[src/rtl/mem_port_arbiter.sv]
// mem_port_arbiter: three-requester arbiter for a shared 32-bit memory port.
// Requesters: bit 0 fetch, bit 1 load/store, bit 2 writeback.
// Grant, selector and timeout are registered. busy is decoded from the
// state register.
// A grant is held until one of three things happens: done, the granted
// request drops, or the grant has been held for HOLD_MAX cycles.
// Optional feature: define ARB_ROUND_ROBIN_EN to get round-robin winner
// selection. When it is not defined, fixed priority is used (bit 0 > 1 > 2).
module mem_port_arbiter #(
  parameter int unsigned HOLD_MAX = 15  // legal range 1..255
) (
  input  logic       clk,
  input  logic       reset,     // asynchronous, active low
  input  logic [2:0] req,
  input  logic       done,
  output logic [2:0] grant,
  output logic [2:0] selector,
  output logic       busy,
  output logic       timeout
);

  typedef enum logic {
    S_IDLE = 1'b0,
    S_BUSY = 1'b1
  } state_t;

  state_t     r_state, w_state_next;
  logic [2:0] r_grant, w_grant_next;
  logic [2:0] r_sel, w_sel_next;
  logic [7:0] r_cnt, w_cnt_next;
  logic [1:0] r_ptr, w_ptr_next;
  logic       r_timeout, w_timeout_next;

  logic       w_any_req;
  logic       w_cur_req;
  logic       w_hold_hit;
  logic       w_release;
  logic [1:0] w_win_idx;

  assign w_any_req  = |req;
  // Is the current owner still requesting? This is a one-hot mask test,
  // so it does not need to index req with the selector.
  assign w_cur_req  = |(req & r_grant);
  assign w_hold_hit = (r_cnt == 8'(HOLD_MAX - 1));
  assign w_release  = (r_state == S_BUSY) && (done || !w_cur_req || w_hold_hit);

`ifdef ARB_ROUND_ROBIN_EN
  // Winner: the first requester after the last-granted index, going 0->1->2->0.
  always_comb begin
    // NOTE: every variable written here gets a default first, so no latch is inferred.
    w_win_idx = 2'd0;
    case (r_ptr)
      2'd0: begin
        if      (req[1]) w_win_idx = 2'd1;
        else if (req[2]) w_win_idx = 2'd2;
        else             w_win_idx = 2'd0;
      end
      2'd1: begin
        if      (req[2]) w_win_idx = 2'd2;
        else if (req[0]) w_win_idx = 2'd0;
        else             w_win_idx = 2'd1;
      end
      default: begin
        if      (req[0]) w_win_idx = 2'd0;
        else if (req[1]) w_win_idx = 2'd1;
        else             w_win_idx = 2'd2;
      end
    endcase
  end
`else
  // Pointer is kept up to date but does not steer selection in this build.
  logic w_unused_ptr;
  assign w_unused_ptr = ^r_ptr;

  // Winner: fixed priority, fetch > load/store > writeback.
  always_comb begin
    w_win_idx = 2'd0;
    if      (req[0]) w_win_idx = 2'd0;
    else if (req[1]) w_win_idx = 2'd1;
    else if (req[2]) w_win_idx = 2'd2;
  end
`endif

  // Next-state and next-output logic for the IDLE/BUSY controller.
  always_comb begin
    w_state_next   = r_state;
    w_grant_next   = r_grant;
    w_sel_next     = r_sel;
    w_cnt_next     = r_cnt;
    w_ptr_next     = r_ptr;
    w_timeout_next = 1'b0;
    case (r_state)
      S_IDLE: begin
        // done is ignored here; only a request moves us.
        if (w_any_req) begin
          w_state_next = S_BUSY;
          w_grant_next = 3'b001 << w_win_idx;
          w_sel_next   = {1'b0, w_win_idx};
          w_cnt_next   = 8'd0;
          w_ptr_next   = w_win_idx;
        end else begin
          w_grant_next = 3'b000;
          w_sel_next   = 3'b000;
          w_cnt_next   = 8'd0;
        end
      end
      S_BUSY: begin
        if (w_release) begin
          // A forced release pulses timeout only if neither done nor the
          // requester itself ended the transaction on this edge.
          w_timeout_next = w_hold_hit && !done && w_cur_req;
          if (w_any_req) begin
            // Back-to-back hand-off. The released requester is still eligible.
            w_state_next = S_BUSY;
            w_grant_next = 3'b001 << w_win_idx;
            w_sel_next   = {1'b0, w_win_idx};
            w_cnt_next   = 8'd0;
            w_ptr_next   = w_win_idx;
          end else begin
            w_state_next = S_IDLE;
            w_grant_next = 3'b000;
            w_sel_next   = 3'b000;
            w_cnt_next   = 8'd0;
          end
        end else begin
          w_cnt_next = r_cnt + 8'd1;
        end
      end
      default: begin
        w_state_next = S_IDLE;
        w_grant_next = 3'b000;
        w_sel_next   = 3'b000;
        w_cnt_next   = 8'd0;
      end
    endcase
  end

  // State and registered outputs. Reset clears everything at once and
  // parks the pointer at 2, so the first round-robin grant starts at bit 0.
  always_ff @(posedge clk or negedge reset) begin
    if (!reset) begin
      r_state   <= S_IDLE;
      r_grant   <= 3'b000;
      r_sel     <= 3'b000;
      r_cnt     <= 8'd0;
      r_ptr     <= 2'd2;
      r_timeout <= 1'b0;
    end else begin
      // NOTE: non-blocking assignments make every register sample the values from before this edge.
      r_state   <= w_state_next;
      r_grant   <= w_grant_next;
      r_sel     <= w_sel_next;
      r_cnt     <= w_cnt_next;
      r_ptr     <= w_ptr_next;
      r_timeout <= w_timeout_next;
    end
  end

  assign grant    = r_grant;
  assign selector = r_sel;
  assign busy     = (r_state == S_BUSY);
  assign timeout  = r_timeout;

endmodule

[config.mk]
export PLATFORM = sky130hd
export DESIGN_NAME = mem_port_arbiter
export DESIGN_NICKNAME = d
export VERILOG_FILES = /design/src/rtl/mem_port_arbiter.sv
export SDC_FILE = /design/constraint.sdc
export NUM_CORES = 1
export LEC_CHECK = 0
export CAP_MARGIN = 20
export CORE_ASPECT_RATIO = 1.4
export CORE_MARGIN = 4
export CORE_UTILIZATION = 34
export CTS_BUF_LIST = sky130_fd_sc_hd__clkbuf_8
export DETAILED_ROUTE_END_ITERATION = 6
export GPL_TIMING_DRIVEN = 0
export PLACE_DENSITY = 0.55
export SYNTH_ARGS = -nofsm -noshare
export SYNTH_HDL_FRONTEND = slang
export SYNTH_SLANG_ARGS = --single-unit
[constraint.sdc]
create_clock -name clk -period 1.92 [get_ports clk]
set_clock_uncertainty 0.2 [all_clocks]
set_input_delay 0.288 -clock clk [delete_from_list [all_inputs] [get_ports clk]]
set_output_delay 0.288 -clock clk [all_outputs]
set_load 0.02 [all_outputs]
==> results.txt, run 1 <==
Latest figures from synthesis and place and route.

The number of sinks handled by clock tree synthesis is 14. For this run, the detailed router's first-pass iteration total came to 4. The detail route stage leaves a number of antenna-violating nets equal to 0. Summed over all nets, the half-perimeter wirelength after detailed placement is 852 microns.

Detailed routing inserted a total of 439 vias. In the finished design the tool counted flip-flops and latches totalling 14. The cell-mix breakdown from Yosys lists the compound-gate area share as 1.53%. The pin closest to its max-slew limit shows a slew of 0.611 ns. The run finished with clean final reports. The met3 layer wire length in the routed design is 28 microns. The total sequential power is 0.313 mW. By count the netlist is led by dfrtp_1, nor2_1, xor2_1.

Across the VDD grid, the largest voltage drop is 519 uV. The number of global-route vias before repair came to 458. During tapcell insertion the tool placed 20 well taps.

Per STA, the endpoint of the critical path is grant[0]. For reference, the top logic cell family by area is simple AND/OR/NAND/NOR gates. Summing all non-filler instances in the final layout gives an area of 860 sq um. The largest stage delay on the critical path is 0.45 ns. The total length of routed wires is 1110 microns. The global routing met3 resource utilization is 2.71%. In this run the deepest clock path goes through 2 buffers. The initial antenna violation count came to 0.

In the CTS report, the clock slew at the register clock pins of the worst setup and hold paths is listed as 0.05 ns. Gates resized during post-CTS repair numbered 1. The warning total across the stage logs is 27. In this run the critical path is formed by clkdlybuf4s50_1 -> a222oi_1 -> nor3b_2 -> nand2_2 -> buf_6 -> mux2_4. The count of synthesis-stage warnings from yosys is 0.

The combinational power share is 14.4%. The non-clock inverter total of the final layout is 1. The overall power after layout is 0.635 mW. The post-synthesis share of cell area spent on and, or, nand and nor gates is 19.9%. When the netlist entered floorplanning its net count stood at 64.

The register with the most flip-flops in the layout has 8 of them. The most used flip-flop cell after synthesis is dfrtp_1. Across all checked pins, the minimum headroom to the slew limit is 59.1%. The buffer count from post-CTS setup fixing is 0. In the final report, the number of endpoints failing setup comes to 0. For met1 alone, demand over resource in global routing was 11.4%.

Per Yosys stat, the portion of area used by sequential elements is 53.5%. The type of the setup path with the least slack is input port to flop. Summed over all instances, the cell type with the most area after synthesis is dfrtp_1. The type of the worst min-delay path is input port to async pin. Non-clock buffering takes up 18.6% of total cell area after layout. The chip occupies 2700 sq um. Looking at the critical path, the single cell with the biggest stage delay is clkdlybuf4s50_1.

The highest metal layer carrying signal wires in the routed design is met4. The met2 demand-to-capacity share in global routing is 15.8%. Yosys reports the multiplexer fraction of the synthesized area as 8.03%. The arrival time at the worst endpoint is 1.75 ns. The share of the core filled with cells in the final layout is 47.7%. The part of the total power dissipated in the clock network is 36.4%.
Figure 1. Sizing map (run 1).
Bar = 10 microns.
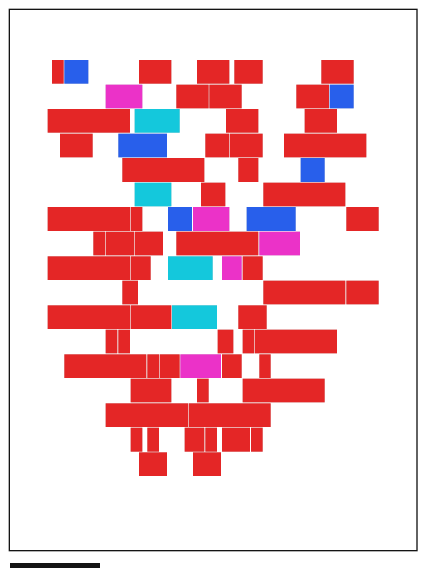
Key: cyan = x6 and larger [cells 4, share 5.5%]; blue = x3 and x4 [cells 6, share 8.2%]; magenta = x2 [cells 5, share 6.8%]; red = x1 and smaller [cells 58, share 79%]

Figure 2. Cells colored by class (run 1).
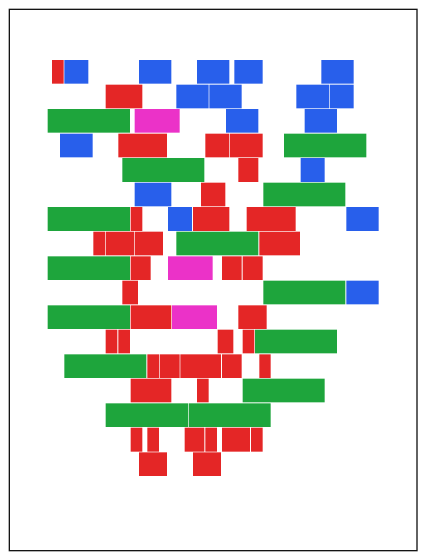
Key: red = remaining logic cells [cells 39, share of their area 34%]; green = registers [cells 14, share of their area 42%]; blue = remaining buffers and delay cells [cells 17, share of their area 19%]; magenta = clock-net drivers [cells 3, share of their area 4.9%]

Figure 3. Sequential cells colored by netlist name (run 1).
Bar = 10 microns. Other sequential cells in the stronger gray, the rest of the logic in the fainter gray.
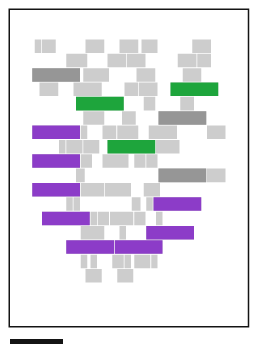
Key: green = grant [sequential cells 3]; purple = r_cnt [sequential cells 8]
Another 3 sequential cells are not colored.

==> run 1 -> run 2 <==
--- a/config.mk
+++ b/config.mk
@@ -6,13 +6,15 @@
 export NUM_CORES = 1
 export LEC_CHECK = 0
 export CAP_MARGIN = 20
+export CELL_PAD_IN_SITES_DETAIL_PLACEMENT = 0
+export CELL_PAD_IN_SITES_GLOBAL_PLACEMENT = 1
 export CORE_ASPECT_RATIO = 1.4
 export CORE_MARGIN = 4
 export CORE_UTILIZATION = 34
 export CTS_BUF_LIST = sky130_fd_sc_hd__clkbuf_8
 export DETAILED_ROUTE_END_ITERATION = 6
 export GPL_TIMING_DRIVEN = 0
-export PLACE_DENSITY = 0.55
+export PLACE_DENSITY = 0.67
 export SYNTH_ARGS = -nofsm -noshare
 export SYNTH_HDL_FRONTEND = slang
 export SYNTH_SLANG_ARGS = --single-unit
Figure 4. Sizing map (run 2).
Bar = 10 microns.
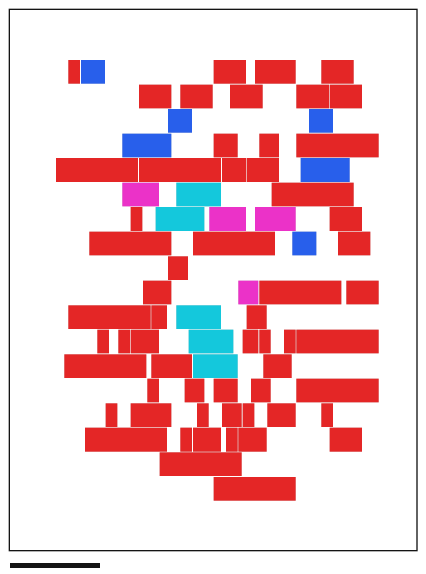
Key: magenta = x2 [cells 4, share 5.4%]; red = x1 and smaller [cells 59, share 80%]; cyan = x6 and larger [cells 5, share 6.8%]; blue = x3 and x4 [cells 6, share 8.1%]
number of ordinary and repair buffers in the finished layout: 17
Layout area overhead: 33.8%

==> results.txt, run 2 <==
Latest figures from synthesis and place and route.

The warning total across the stage logs is 27. The die boundary height is 59.9 microns. Per the final report, the share of cell area in non-clock buffers is 19.1%. The instance tally after logic synthesis is 56.

The met3 layer wire length in the routed design is 44 microns. After Yosys synthesis, AND-OR and OR-AND compound gates account for 1.53% of the synthesized area. In the setup report, the worst path falls into the class flop to output pin. The top cell types in the final layout, fill and taps aside, are dfrtp_1, clkdlybuf4s50_1, nor2_1.

The power report lists the sequential group at 0.313 mW. The maximum clock path buffer count is 2. The hold path depth is 2. The pre-antenna-repair detailed-routing pass consisted of 4 iterations. The report lists the number of cells resized after CTS as 0. The detailed router placed 435 vias in this run. The commonest cells after synthesis are dfrtp_1, nor2_1, xor2_1. After detailed routing, the number of remaining DRC violations is 0. The global routing met3 resource utilization is 2.71%. After layout, the design draws a total of 0.688 mW. The synthesized netlist net count is 64. The total cell area at the placement stage is 800 sq um. The type of the worst min-delay path is input port to flop.

The met2 demand-to-capacity share in global routing is 14.0%. The post-route utilization of the core is recorded as 48.6%. TritonCTS created 3 clock buffers.

The number of global-route vias before repair is 444. The number of tap cells added at floorplan is 20. The arrival time at the worst endpoint is 1.33 ns.

Listed in order, past its start point the critical path passes buf_4 -> clkdlybuf4s50_1. The timing report lists the critical path depth as 2 cells. The origin of the critical flop-to-flop path is r_cnt[0]. The biggest combinational cell group after synthesis is simple AND/OR/NAND/NOR gates. The register with the most flip-flops in the layout has 8 of them. The worst pin sits at a relative slew slack of 59.6%. The number of setup violations in the final report is 0. Per the detail_route report, vias per standard cell equal 4.63. The main flop type after synthesis is dfrtp_1. The non-clock inverter total of the final layout is 1. The number of routed nets with antenna violations is 0. The detailed router reported a total wirelength of 1130 microns. In the placement report, post-DP HPWL is listed as 820 microns. The Yosys step of the flow raised 0 warnings. Sequential cells placed in the final layout were counted as 14.

In the final timing run, aggregate negative setup slack is 0 ns. The critical path capture point is selector[0]. The analysis reports a worst IR drop on VDD of 463 uV. The registers of the reported paths see a clock transition of 0.06 ns. The largest stage delay on the critical path is 0.59 ns. For reference, simple AND, OR, NAND and NOR cells occupy 19.9% of the area reported after synthesis. The flow reports that combinational logic draws 13.5% of the design power. The initial antenna violation count was 0. Global routing used 12.3% of the available met1 tracks. The number of pins with negative max-slew slack in the final report is 0. The slowest stage of the critical path belongs to the cell clkdlybuf4s50_1. The buffer count from post-CTS setup fixing is 0. The flow ran to the end, and the final reports show no timing, DRC or antenna violations. For the pin with the worst max-slew slack, the measured transition is 0.604 ns. The register share after synthesis is 53.5%. The largest total area in the synthesized netlist belongs to dfrtp_1. The detailed router used layers up to and including met4.
Power is estimated from default activity; no workload was simulated.
